`src/rtl/stack_rpn_sequencer.sv`:
```
// stack_rpn_sequencer: turns RPN instructions into single push/pop requests
// for an external stack, computes binary ops locally and tracks a shadow depth
// so that underflow/overflow is rejected before any stack traffic.
module stack_rpn_sequencer #(
  parameter int WIDTH = 8,
  parameter int DEPTH = 32,
  parameter int DW    = 6
) (
  input  logic             clk,
  input  logic             rst,
  input  logic             ins_valid,
  output logic             ins_ready,
  input  logic [2:0]       ins_op,
  input  logic [WIDTH-1:0] ins_imm,
  output logic             stk_push,
  output logic             stk_pop,
  output logic [WIDTH-1:0] stk_wdata,
  input  logic [WIDTH-1:0] stk_rdata,
  input  logic             stk_done,
  output logic [WIDTH-1:0] result,
  output logic             carry,
  output logic             zero,
  output logic [DW-1:0]    depth,
  output logic             err,
  output logic             busy
);

  localparam logic [2:0] OpPushi = 3'b000;
  localparam logic [2:0] OpAdd   = 3'b001;
  localparam logic [2:0] OpSub   = 3'b010;
  localparam logic [2:0] OpAnd   = 3'b011;
  localparam logic [2:0] OpOr    = 3'b100;
  localparam logic [2:0] OpXor   = 3'b101;
  localparam logic [2:0] OpDup   = 3'b110;
  localparam logic [2:0] OpDrop  = 3'b111;

  localparam logic [DW-1:0] DepthFull = DW'(DEPTH);
  localparam logic [DW-1:0] DepthOne  = DW'(1);
  localparam logic [DW-1:0] DepthTwo  = DW'(2);

  typedef enum logic [2:0] {
    IDLE, POP_A, WAIT_A, POP_B, WAIT_B, EXEC, PUSH, WAIT_P
  } state_e;

  state_e           state_q, state_d;
  logic [2:0]       op_q;
  logic [WIDTH-1:0] a_q, b_q;
  logic [WIDTH-1:0] wdata_q;
  logic [WIDTH-1:0] result_q;
  logic             carry_q, zero_q;
  logic [DW-1:0]    depth_q;
  logic             err_q;
  logic             dupSecond_q;

  logic             accept;
  logic             legal;
  logic [WIDTH:0]   sumFull, diffFull;
  logic [WIDTH-1:0] aluResult;
  logic             aluCarry;

  assign accept   = ins_valid && (state_q == IDLE);
  assign sumFull  = {1'b0, b_q} + {1'b0, a_q};
  assign diffFull = {1'b0, b_q} - {1'b0, a_q};

  // Legality of the incoming instruction against the shadow depth
  always_comb begin
    legal = 1'b0;
    case (ins_op)
      OpPushi: legal = (depth_q < DepthFull);
      OpDup:   legal = (depth_q >= DepthOne) && (depth_q < DepthFull);
      OpDrop:  legal = (depth_q >= DepthOne);
      default: legal = (depth_q >= DepthTwo);
    endcase
  end

  // ALU: B is the older operand, A the top; the top bit of the widened
  // difference is the borrow, so it doubles as the SUB carry flag
  always_comb begin
    aluResult = '0;
    aluCarry  = carry_q;
    case (op_q)
      OpAdd: begin
        aluResult = sumFull[WIDTH-1:0];
        aluCarry  = sumFull[WIDTH];
      end
      OpSub: begin
        aluResult = diffFull[WIDTH-1:0];
        aluCarry  = diffFull[WIDTH];
      end
      OpAnd:   aluResult = b_q & a_q;
      OpOr:    aluResult = b_q | a_q;
      OpXor:   aluResult = b_q ^ a_q;
      default: aluResult = '0;
    endcase
  end

  // State register
  always_ff @(posedge clk or posedge rst) begin
    if (rst) begin
      state_q <= IDLE;
    end else begin
      state_q <= state_d;
    end
  end

  // Next-state logic; in IDLE the live opcode decides, later the latched one
  always_comb begin
    state_d = state_q;
    case (state_q)
      IDLE: begin
        if (accept && legal) begin
          state_d = (ins_op == OpPushi) ? PUSH : POP_A;
        end
      end
      POP_A: state_d = WAIT_A;
      WAIT_A: begin
        if (stk_done) begin
          if (op_q == OpDrop) begin
            state_d = IDLE;
          end else if (op_q == OpDup) begin
            state_d = PUSH;
          end else begin
            state_d = POP_B;
          end
        end
      end
      POP_B: state_d = WAIT_B;
      WAIT_B: begin
        if (stk_done) begin
          state_d = EXEC;
        end
      end
      EXEC: state_d = PUSH;
      PUSH: state_d = WAIT_P;
      WAIT_P: begin
        if (stk_done) begin
          state_d = ((op_q == OpDup) && !dupSecond_q) ? PUSH : IDLE;
        end
      end
      default: state_d = IDLE;
    endcase
  end

  // Output decode from the current state only
  always_comb begin
    ins_ready = 1'b0;
    busy      = 1'b1;
    stk_push  = 1'b0;
    stk_pop   = 1'b0;
    case (state_q)
      IDLE: begin
        ins_ready = 1'b1;
        busy      = 1'b0;
      end
      POP_A, POP_B: stk_pop  = 1'b1;
      PUSH:         stk_push = 1'b1;
      default: ;
    endcase
  end

  // Datapath: operands, push data, flags, shadow depth and the error pulse
  always_ff @(posedge clk or posedge rst) begin
    if (rst) begin
      op_q        <= OpPushi;
      a_q         <= '0;
      b_q         <= '0;
      wdata_q     <= '0;
      result_q    <= '0;
      carry_q     <= 1'b0;
      zero_q      <= 1'b0;
      depth_q     <= '0;
      err_q       <= 1'b0;
      dupSecond_q <= 1'b0;
    end else begin
      err_q <= accept && !legal;
      if (accept) begin
        op_q        <= ins_op;
        dupSecond_q <= 1'b0;
        if (legal && (ins_op == OpPushi)) begin
          wdata_q <= ins_imm;
        end
      end
      case (state_q)
        WAIT_A: begin
          if (stk_done) begin
            a_q     <= stk_rdata;
            depth_q <= depth_q - DepthOne;
            if (op_q == OpDup) begin
              wdata_q <= stk_rdata;
            end
          end
        end
        WAIT_B: begin
          if (stk_done) begin
            b_q     <= stk_rdata;
            depth_q <= depth_q - DepthOne;
          end
        end
        EXEC: begin
          wdata_q <= aluResult;
          carry_q <= aluCarry;
          zero_q  <= (aluResult == '0);
        end
        WAIT_P: begin
          if (stk_done) begin
            depth_q     <= depth_q + DepthOne;
            result_q    <= wdata_q;
            dupSecond_q <= 1'b1;
          end
        end
        default: ;
      endcase
    end
  end

  assign stk_wdata = wdata_q;
  assign result    = result_q;
  assign carry     = carry_q;
  assign zero      = zero_q;
  assign depth     = depth_q;
  assign err       = err_q;

endmodule
```
`config.mk`:
```
export PLATFORM = sky130hd
export DESIGN_NAME = stack_rpn_sequencer
export DESIGN_NICKNAME = d
export VERILOG_FILES = /design/src/rtl/stack_rpn_sequencer.sv
export SDC_FILE = /design/constraint.sdc
export NUM_CORES = 1
export LEC_CHECK = 0
export CORE_MARGIN = 4
export CORE_UTILIZATION = 24
export DETAILED_ROUTE_END_ITERATION = 8
export HOLD_SLACK_MARGIN = 0.12
export SYNTH_ARGS = -nofsm -noshare
export SYNTH_HDL_FRONTEND = slang
export SYNTH_SLANG_ARGS = --single-unit
```
`constraint.sdc`:
```
create_clock -name clk -period 2.1 [get_ports clk]
set_input_delay 0.21 -clock clk [delete_from_list [all_inputs] [get_ports clk]]
set_output_delay 0.21 -clock clk [all_outputs]
set_load 0.01 [all_outputs]
```
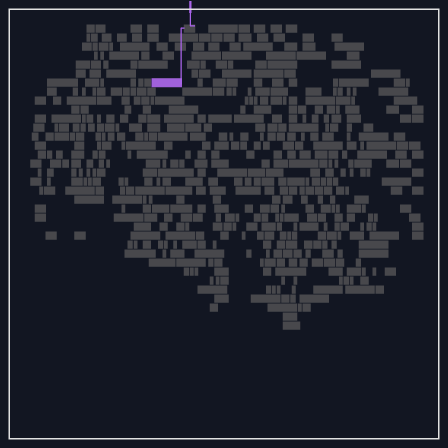
run_1/port_nets.png
Key: err = purple [direction output, edge top, end cells 1, buffers 1, wire 23.8 um]

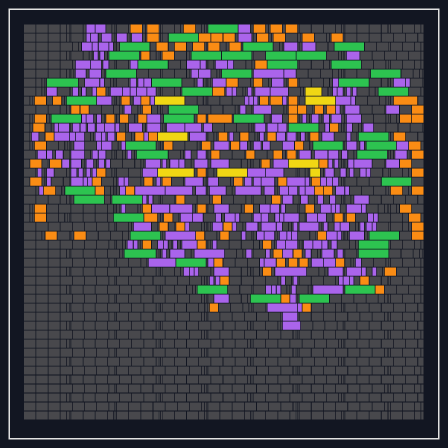
run_1/cell_classes.png
Fill, decap, tap and diode cells in grey.
Key: clock drivers and dummy loads = yellow [cells 8, share of their area 3.5%]; all other logic = purple [cells 323, share of their area 49%]; other buffers and delay cells = orange [cells 139, share of their area 24%]; flip-flops = green [cells 48, share of their area 24%]

==> notes.md, run 1 <==
Numbers from the implementation run.

The wire length the detailed router placed on met1 is 4920 um. The worst-case IR drop observed on VDD is around 570 uV. The power consumed by sequential cells is 1.72 mW. The first-pass GRT wire length is approximately 17000 um.

In this run the maximum-capacitance check reported violations numbering 0. The number of logic stages on the critical path including buffering is 10. The final hold violation count is 0. After synthesis, the mean cell area works out to ~9.0 um2. The global routing report lists combined usage of all routing layers as 12.8%. The pre-CTS setup slack is -0.353 ns. The worst path setup slack after routing is -0.276 ns. Per the summary, power density relative to cell area is 1840 nW/um2. The instance area after placement is 4830 um2. 289 cells are multi-input combinational gates. The met3 wire length is roughly 460 um. The layout has 6 clock buffers. Multiplexer cells account for slightly below 7% of the synthesized area. The ratio of cells with drive above 1 in the final layout is between 30% and 40%. Looking at the clock tree report, the H-tree level count equals 2. The layout has 139 buffers outside the clock class. The last timing report of the flow puts the setup violation total at 5. The type of the tightest min-delay check is primary input to asynchronous set/reset pin. OpenSTA lists the critical path endpoint as zero. Traced cell by cell, the critical path runs through buf_6 > ha_4 > inv_2 > fa_2 > a221oi_2 > a21oi_2 > or3_4 > o22ai_2 > and4b_1 > a32o_2. In this run, the synthesized area fraction spent on AND-OR/OR-AND gates is recorded as a little under a quarter. The maximum number of pins on one net before global-route repair is 49. The proportion of final cell area spent on non-clock buffers is a little under a quarter. The data required time reported for the critical path is 2.33 ns. Per STA, the startpoint of the critical path is a_q[0]. The final net count is 570. Between the synthesized netlist and the finished layout, the area growth was recorded as 49.3%. The final reports fail on setup timing. 52 I/O pins were placed. The area share of the largest cell type after synthesis is 34.0%.

The combinational family with the most area after synthesis is AND-OR/OR-AND gates. The number of slew-limit violations in the final report is 0. The flow reports that the clock network draws 9.8% of the design power.

After synthesis the cells add up to 3540 um2. The placed cell count is 687. The floorplan net count is 448. On the critical path, the stage with the largest delay is an instance of sky130_fd_sc_hd__fa_2. The flow ran to the end, but the final reports show violations.
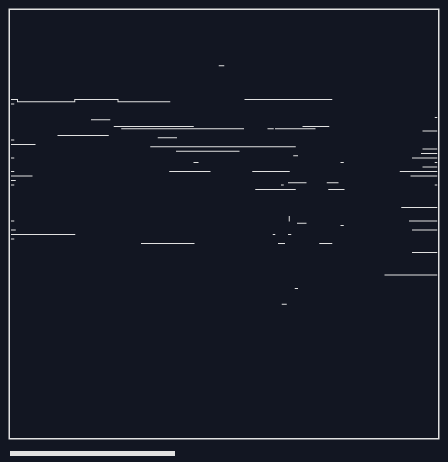
run_1/met3.png
Scale bar: 50 um.
The layer holds 4.3% of the routed length. The layer carries 462 um of wire. The longest straight run is 43.7 um.

==> run 1: flip-flops by register name, summed over array words and instances, names as in the netlist <==
| register | count |
|---|---|
| result | 8 |
| state_q | 3 |
| op_q | 3 |
| dupSecond_q | 1 |
| err | 1 |
| depth | 6 |
| stk_wdata | 8 |
| b_q | 8 |
| carry | 1 |
| zero | 1 |
| a_q | 8 |
==> run 1: kinds of logic after synthesis <==
family / Yosys count
adder cells (fa/ha/maj): 30
AND/OR/NAND/NOR: 109
XOR/XNOR: 9
buffers and inverters: 58
AND-OR/OR-AND: 118
flip-flops: 48
multiplexers: 23
==> run 1: what timing repair did <==
action | in CTS | in global routing
hold endpoints to repair | 0 | 0
buffers inserted | 6 | 3
cloned | 0 | 0
resized | 29 | 27
endpoints found under the setup margin | 8 | 9
pin swaps | 21 | 12
==> run 2, diff against run 1 <==
--- a/config.mk
+++ b/config.mk
@@ -5,6 +5,7 @@
 export SDC_FILE = /design/constraint.sdc
 export NUM_CORES = 1
 export LEC_CHECK = 0
+export CORE_ASPECT_RATIO = 2
 export CORE_MARGIN = 4
 export CORE_UTILIZATION = 24
 export DETAILED_ROUTE_END_ITERATION = 8
==> constraint.sdc (replaced) <==
create_clock -name clk -period 2.45 [get_ports clk]
set_input_delay 0.245 -clock clk [delete_from_list [all_inputs] [get_ports clk]]
set_output_delay 0.245 -clock clk [all_outputs]
set_load 0.01 [all_outputs]
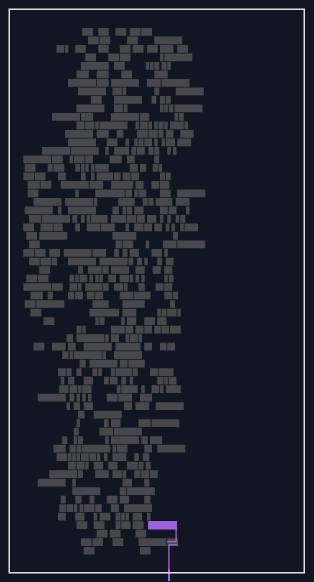
run_2/port_nets.png
Key: err = purple [direction output, edge bottom, end cells 1, buffers 1, wire 18.3 um]

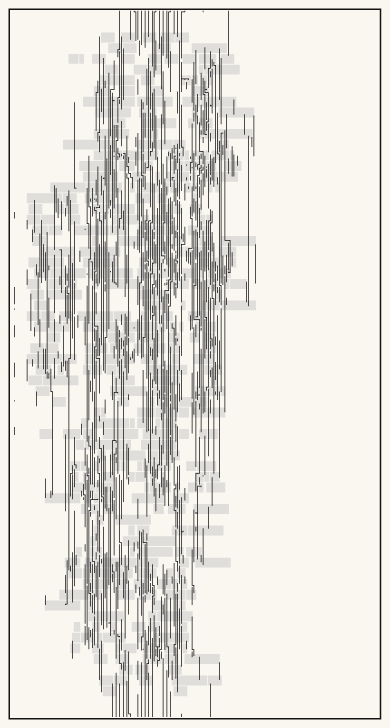
run_2/met2.png
The longest straight run is 53.7 um. The layer carries 6270 um of wire. The wires run mostly vertical. 435 nets have wire on it.

==> run 2 against run 1 <==
  * The run still ends with setup timing left
  * Via count shrank 4.4%
  * Core utilization down 4.1 points
  * Clock power shrank 23%
  * Register-to-register slack better by 0.21 ns
  * Count of clock-buffer cells in the layout is the same
  * Non-clock buffer count fell by 55
  * Worst setup slack better by 0.21 ns
  * Sequential cell count stayed put
  * Die size grew 0.71%
  * First-iteration DRC count up 43%
==> notes.md, run 2 <==
Numbers from the implementation run.

The area share of the largest cell type after synthesis is 34.0% (unchanged). The final net count is 515 (was 570). The post-CTS resize count is 3 (was 29).

The worst path setup slack after routing was -0.0680 ns (was -0.276 ns). The initial antenna violation count was 1 (was 0). The power density normalized to cell area was 1550 nW/um2 (was 1840 nW/um2). The portion of total power attributed to the clock network was 10.2% (was 9.8%).

The heaviest power group was combinational logic (unchanged). The buffer count from post-CTS setup fixing is 0 (was 6). The signed area change from the synthesized netlist to the final layout is 32.0% (was 49.3%).

The number of H-tree levels was 2 (unchanged). The CTS sink count was 48 (unchanged). The number of maximum-capacitance violations is 0 (unchanged). The number of logic stages on the critical path including buffering was 10 (unchanged).

The combinational family with the most area after synthesis is AND-OR/OR-AND gates (unchanged). The maximum vdd ir drop is 748 uV (was 574 uV). The wire length the detailed router placed on met1 came to 3950 um (was 4920 um). Status: complete, but fails checks (unchanged). The number of clock buffers in the layout is 6 (unchanged). The warning total across the stage logs was 45 (was 47). The met3 layer usage reported by global route is 1.42% (was 2.43%). The number of signal-net buffers in the layout is 84 (was 139). The source of the critical timing path was b_q[0] (was a_q[0]). The and-or/or-and share of the synthesized area is 22.9% (unchanged). The met3 wire length is 330 um (was 461 um).

The cell with the biggest individual delay on the critical path is sky130_fd_sc_hd__fa_1 (was sky130_fd_sc_hd__fa_2). The multi-input combinational cell count was 289 (unchanged). Most used standard cells in the synthesized netlist: sky130_fd_sc_hd__dfrtp_1, sky130_fd_sc_hd__nand2_1, sky130_fd_sc_hd__o21ai_0, sky130_fd_sc_hd__inv_1, sky130_fd_sc_hd__ha_1 (unchanged).

The synthesized area per cell is 8.95 um2 (unchanged). The wire length per cell is 16.8 um (was 15.2 um). The first-pass GRT wire length is 17600 um (was 17200 um). The type of the tightest min-delay check is primary input to asynchronous set/reset pin (unchanged).

The multiplexer share of the synthesized area came to 6.93% (unchanged). The area of the mapped netlist is 3540 um2 (unchanged). The proportion of final cell area spent on non-clock buffers is 16.3% (was 22.7%). The capturing element of the worst setup path is zero (unchanged).

The synthesized instance count is 395 (unchanged). The die span in x is 93.8 um (was 129 um). The total routing usage reported by global routing is 13.1% (was 12.8%). The DRC violation count after routing is 0 (unchanged). The final hold violation count came to 0 (unchanged).

The ratio of cells with drive above 1 in the final layout is 18.4% (was 33.2%). Worst-path cell chain: buf_4 > ha_2 > fa_1 > nor4b_1 > a21oi_1 > a31oi_1 > or3_1 > o22ai_1 > and4b_1 > a32o_2 (was buf_6 > ha_4 > inv_2 > fa_2 > a221oi_2 > a21oi_2 > or3_4 > o22ai_2 > and4b_1 > a32o_2). The count of pins on the block boundary came to 52 (unchanged).

Violations in the final reports: setup timing (unchanged). The via total after detailed routing came to 3243 (was 3393). The number of nets with antenna violations after detailed routing is 0 (unchanged).

The placed cell count came to 642 (was 687). The number of slew-limit violations in the final report was 0 (unchanged). The number of endpoints failing setup at the final stage is 1 (was 5). The routed wire length is 11000 um (was 10600 um). The CTS buffer count is 5 (unchanged). The data required time at the worst endpoint is 2.70 ns (was 2.33 ns). The cell-internal power is 3.89 mW (was 5.60 mW). The power consumed by sequential cells is 1.53 mW (was 1.72 mW). The floorplan net count was 448 (unchanged).
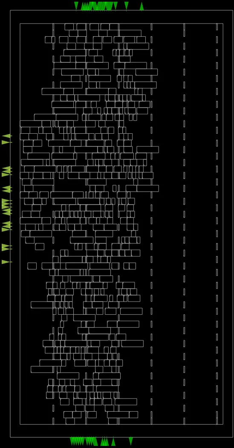
run_2/final_placement.png
num sequential: 48
core area: 14400 um2
Post-Route Utilization: 32.4%
Tap Cells: 192
cell row count: 62

## run 2: netlist changes by cell type in the layout (fill, tap and decap cells not counted), sizes merged
cell / before / now
diode: 0 / 1
inv: 34 / 35
buf: 88 / 33
bufinv: 1 / 0
## run 2: per-stage QoR
stage / hold WS (ns) / setup slack (ns) / area, um2 / power [mW] / setup TNS (ns)
6_report: 0.430 / -0.0680 / 4670 / 7.22 / -0.0680
5_1_grt: 0.501 / -0.138 / 4670 / 7.72 / -0.213
4_1_cts: 0.461 / 0.0126 / 4530 / 6.75 / 0
3_5_place_dp: 0.496 / -0.114 / 4370 / 5.95 / -0.151
3_3_place_gp: 0.493 / -0.0706 / 4370 / 5.85 / -0.0706
2_1_floorplan: 0.362 / 0.116 / 3540 / 4.38 / 0
Power and IR drop assume default switching activity.
